===== src/rtl/rob_pkg.sv =====
// Shared types and sizing for the reorder buffer.
// The flush port is only present when ROB_FLUSH_EN is defined.
package rob_pkg;

    localparam int ROB_DEPTH     = 64;
    localparam int ROB_IDX_WIDTH = $clog2(ROB_DEPTH);
    localparam int PREG_WIDTH    = 6;
    localparam int AREG_WIDTH    = 5;

    typedef struct packed {
        logic                  valid;
        logic                  done;
        logic                  reg_write;
        logic [AREG_WIDTH-1:0] rd;
        logic [PREG_WIDTH-1:0] prd;
        logic [PREG_WIDTH-1:0] old_prd;
    } rob_entry_t;

endpackage


===== src/rtl/rob_ptr.sv =====
// Wrap-around circular-buffer pointer with enable and synchronous clear.
// Wrapping is implicit because the buffer depth is a power of two.
module rob_ptr #(
    parameter int W = 6
) (
    input  logic         clk,
    input  logic         rst_n,
    input  logic         clr_i,
    input  logic         en_i,
    output logic [W-1:0] ptr_o
);

    logic [W-1:0] ptr_q;
    logic [W-1:0] ptr_d;

    always_comb begin
        // NOTE: every combinational output gets a default first, so no path leaves it unassigned (no latch).
        ptr_d = ptr_q;
        if (clr_i) begin
            ptr_d = '0;
        end else if (en_i) begin
            ptr_d = ptr_q + 1'b1;
        end
    end

    always_ff @(posedge clk or negedge rst_n) begin
        if (!rst_n) begin
            ptr_q <= '0;
        end else begin
            ptr_q <= ptr_d;
        end
    end

    assign ptr_o = ptr_q;

endmodule


===== src/rtl/rob.sv =====
// Reorder buffer: allocates in order, marks completions by tag, retires the oldest done entry.
// Define ROB_FLUSH_EN to add the synchronous `flush` input.
module rob
    import rob_pkg::*;
#(
    parameter int DEPTH     = ROB_DEPTH,
    parameter int IDX_WIDTH = ROB_IDX_WIDTH
) (
    input  logic                  clk,
    input  logic                  rst,
`ifdef ROB_FLUSH_EN
    input  logic                  flush,
`endif
    input  logic                  alloc_valid,
    input  logic                  alloc_reg_write,
    input  logic [AREG_WIDTH-1:0] alloc_rd,
    input  logic [PREG_WIDTH-1:0] alloc_prd,
    input  logic [PREG_WIDTH-1:0] alloc_old_prd,
    output logic                  alloc_ready,
    output logic [IDX_WIDTH-1:0]  rob_num,
    input  logic                  cmpl0_valid,
    input  logic [IDX_WIDTH-1:0]  cmpl0_idx,
    input  logic                  cmpl1_valid,
    input  logic [IDX_WIDTH-1:0]  cmpl1_idx,
    output logic                  rob_push,
    output logic [PREG_WIDTH-1:0] rob_free_reg,
    output logic                  retire_valid,
    output logic [AREG_WIDTH-1:0] retire_rd,
    output logic [PREG_WIDTH-1:0] retire_prd,
    output logic [IDX_WIDTH:0]    count
);

    logic flush_w;
`ifdef ROB_FLUSH_EN
    assign flush_w = flush;
`else
    assign flush_w = 1'b0;
`endif

    rob_entry_t entries_q [DEPTH];
    rob_entry_t entries_d [DEPTH];

    logic [IDX_WIDTH-1:0]  head_q;
    logic [IDX_WIDTH-1:0]  tail_q;
    logic [IDX_WIDTH:0]    count_q;
    logic [IDX_WIDTH:0]    count_d;
    rob_entry_t            head_entry;
    logic                  alloc_fire;
    logic                  retire_fire;

    logic                  retire_valid_q;
    logic                  rob_push_q;
    logic [AREG_WIDTH-1:0] retire_rd_q;
    logic [PREG_WIDTH-1:0] retire_prd_q;
    logic [PREG_WIDTH-1:0] rob_free_reg_q;

    assign head_entry  = entries_q[head_q];
    assign alloc_ready = (count_q != (IDX_WIDTH+1)'(DEPTH));
    assign alloc_fire  = alloc_valid && alloc_ready;
    assign retire_fire = head_entry.valid && head_entry.done;
    assign rob_num     = tail_q;
    assign count       = count_q;

    rob_ptr #(.W(IDX_WIDTH)) u_head_ptr (
        .clk   (clk),
        .rst_n (rst),
        .clr_i (flush_w),
        .en_i  (retire_fire),
        .ptr_o (head_q)
    );

    rob_ptr #(.W(IDX_WIDTH)) u_tail_ptr (
        .clk   (clk),
        .rst_n (rst),
        .clr_i (flush_w),
        .en_i  (alloc_fire),
        .ptr_o (tail_q)
    );

    // Completion, retire and allocation never touch the same live entry, so update order is immaterial.
    always_comb begin
        // NOTE: blocking assignments here build next-state incrementally; registers below use non-blocking only.
        entries_d = entries_q;
        if (cmpl0_valid && entries_q[cmpl0_idx].valid) begin
            entries_d[cmpl0_idx].done = 1'b1;
        end
        if (cmpl1_valid && entries_q[cmpl1_idx].valid) begin
            entries_d[cmpl1_idx].done = 1'b1;
        end
        if (retire_fire) begin
            entries_d[head_q].valid = 1'b0;
        end
        if (alloc_fire) begin
            entries_d[tail_q].valid     = 1'b1;
            entries_d[tail_q].done      = 1'b0;
            entries_d[tail_q].reg_write = alloc_reg_write;
            entries_d[tail_q].rd        = alloc_rd;
            entries_d[tail_q].prd       = alloc_prd;
            entries_d[tail_q].old_prd   = alloc_old_prd;
        end
        if (flush_w) begin
            for (int i = 0; i < DEPTH; i++) begin
                entries_d[i].valid = 1'b0;
                entries_d[i].done  = 1'b0;
            end
        end
    end

    always_comb begin
        count_d = count_q;
        case ({alloc_fire, retire_fire})
            2'b10:   count_d = count_q + 1'b1;
            2'b01:   count_d = count_q - 1'b1;
            default: count_d = count_q;
        endcase
        if (flush_w) begin
            count_d = '0;
        end
    end

    always_ff @(posedge clk or negedge rst) begin
        if (!rst) begin
            // NOTE: the entry array is built from flops and fully reset, so valid/done are never X after reset.
            for (int i = 0; i < DEPTH; i++) begin
                entries_q[i] <= '0;
            end
            count_q <= '0;
        end else begin
            entries_q <= entries_d;
            count_q   <= count_d;
        end
    end

    // Retire strobes last one cycle; data fields hold their last committed value.
    always_ff @(posedge clk or negedge rst) begin
        if (!rst) begin
            retire_valid_q <= 1'b0;
            rob_push_q     <= 1'b0;
            retire_rd_q    <= '0;
            retire_prd_q   <= '0;
            rob_free_reg_q <= '0;
        end else begin
            retire_valid_q <= retire_fire && head_entry.reg_write && !flush_w;
            rob_push_q     <= retire_fire && head_entry.reg_write
                              && (head_entry.old_prd != '0) && !flush_w;
            if (retire_fire && !flush_w) begin
                retire_rd_q    <= head_entry.rd;
                retire_prd_q   <= head_entry.prd;
                rob_free_reg_q <= head_entry.old_prd;
            end
        end
    end

    assign retire_valid = retire_valid_q;
    assign rob_push     = rob_push_q;
    assign retire_rd    = retire_rd_q;
    assign retire_prd   = retire_prd_q;
    assign rob_free_reg = rob_free_reg_q;

endmodule


===== config.mk =====
export PLATFORM = sky130hd
export DESIGN_NAME = rob
export DESIGN_NICKNAME = d
export VERILOG_FILES = /design/src/rtl/rob_pkg.sv /design/src/rtl/rob_ptr.sv /design/src/rtl/rob.sv
export SDC_FILE = /design/constraint.sdc
export NUM_CORES = 2
export LEC_CHECK = 0
export CORE_UTILIZATION = 45
export CTS_BUF_LIST = sky130_fd_sc_hd__clkbuf_4 sky130_fd_sc_hd__clkbuf_8
export CTS_CLUSTER_SIZE = 16
export DETAILED_ROUTE_END_ITERATION = 6
export PLACE_DENSITY = 0.67
export SLEW_MARGIN = 30
export SYNTH_ARGS = -nofsm -noshare
export SYNTH_HDL_FRONTEND = slang
export SYNTH_HIERARCHICAL = 1
export SYNTH_SLANG_ARGS = --single-unit

===== constraint.sdc =====
create_clock -name clk -period 4.3 [get_ports clk]
set_clock_uncertainty 0.05 [all_clocks]
set_input_delay 0.86 -clock clk [delete_from_list [all_inputs] [get_ports clk]]
set_output_delay 0.86 -clock clk [all_outputs]
set_load 0.01 [all_outputs]

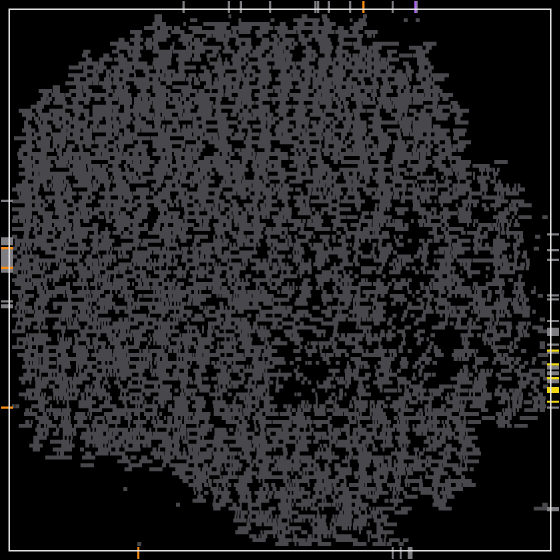
Fig. 1. I/O pins on the die edge.
Pins as bars across the die edge, other pins in gray.
legend:
  yellow:
    port: `count`
    pins: 7
    direction: output
    edge: right
  orange:
    port: `alloc_rd`
    pins: 5
    direction: input
    edge: 3 left, 1 bottom, 1 top
  purple:
    port: `alloc_reg_write`
    pins: 1
    direction: input
    edge: top
all pins by edge: 28 right, 22 left, 12 top, 6 bottom

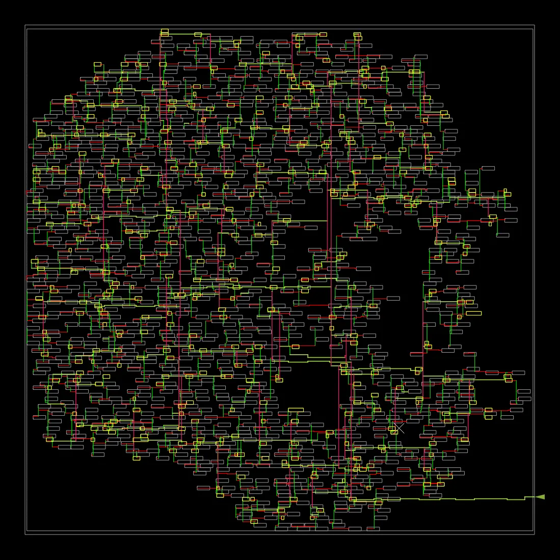
Fig. 2. Clock routing.
flip-flops: 1,318
Num CTS Buffers: 214

==> run summary <==
drt drc = 1
Slew headroom = 20.8%
CP required = 5130 ps
Peak supply drop = 0.366 mV
Die Area = 139,000 um2
met3 Usage GRT = 10.2%
Comb area share = 38.0%
Arr. time, crit path = 5050 ps
Worst Setup Slack, final = 86.1 ps
WP depth = 9
status = complete, but fails checks
total grt overflow = 0
CP startpoint = u_head_ptr/ptr_o[0]
vias in the first global route = 48,900
CTS tree = yes
Worst Hold Launch = alloc_prd[3]
IO Count = 68
antenna violations before repair = 12
Final Power = 29,000 uW
grt met1 use = 48.4%
Log Warnings = 46
P_leak = 0.0342 uW
Placed Cells = 7,554
Sequential Power Share = 46.8%
met2 routed WL = 104,000 um
# rows = 135
Max Slew Vio Count = 0
synth cell count leaders = nand2_1 (1,644), dfrtp_1 (1,318), mux2_2 (715)
register area = 33,000 um2
Psw = 8110 uW
slowest CP cell = a222oi_1
fin crit share = 98.0%
Dominant Register Cell = dfrtp_1
number of enable flip-flop cells = 0
PostCTS Resize Cnt = 0
remaining antenna violation count after routing = 0
Avg WL per Cell = 31.1 um
Seq area share = 46.7%
Avg Cell Area, Syn = 10.5 um2
H-tree levels = 4
Comb pwr share = 11.8%
Top cell area share = 53.3%
Basic Gates by Area = 14.6%
fraction of area in clock buffers and inverters = 6.72%
Placement Setup Slack = 202 ps
fin crit period = 4210 ps
Biggest Area Class = flip-flops and latches
fin nets = 6,031
clock buffer count = 350
# Taps = 1,781
CP max FO = 33
Top power group = registers
Power Clock = 12,000 uW
Logic family by area = multiplexers
Non-clk bufs = 410
most frequent cells in the layout = nand2_1 (1,635), dfrtp_1 (1,315), mux2_2 (715)
Synthesis Warnings = 6
core area = 136,000 um2
Final Hold Vio Count = 0
Starting Density = 45.5%
worst-margin pin slew = 1180 ps
Netlist cell types = 91
worst hold-check path type = input port to flop
XOR Share, Synth = 0.269%
Die W = 373 um
DR WL met3 = 31,100 um
flop2flop setup slack = 90 ps
Switching Share = 28.0%
hold_buf cts = 1
ys cells = 5,873
Area growth syn-to-layout = 14.2%
internal cell power = 20,900 uW
failing checks = design-rule violations
hold endpoint = entries_q[929]
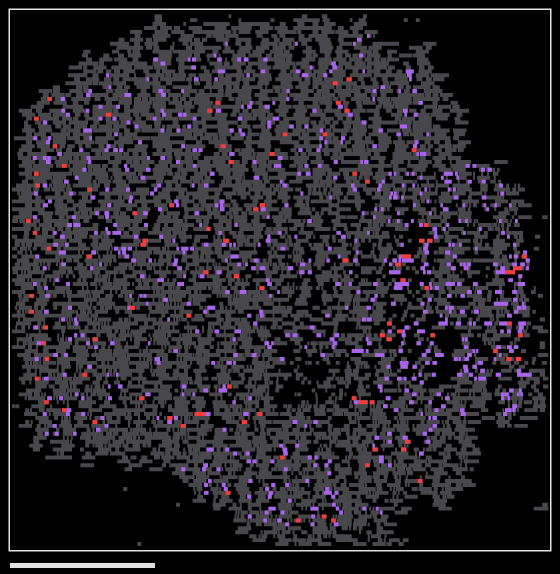
Fig. 3. Logic cells by family.
Bar = 100 um.
legend:
  red:
    family: AND-OR and OR-AND gates
    cells: 96
  purple:
    family: inverting AOI/OAI gates
    cells: 759

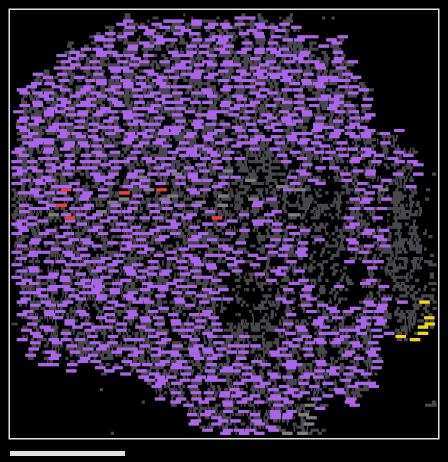
Fig. 4. Sequential cells colored by netlist name.
Bar = 100 um. Other sequential cells in the stronger gray, the rest of the logic in the fainter gray.
legend:
  yellow:
    name_in_the_netlist: `count`
    placed_flops: 7
    where: bottom right
  purple:
    name_in_the_netlist: `entries_q`
    placed_flops: 1,280
    where: widely spread
  red:
    name_in_the_netlist: `retire_prd`
    placed_flops: 6
    where: left middle

Power is estimated from default activity; no workload was simulated.
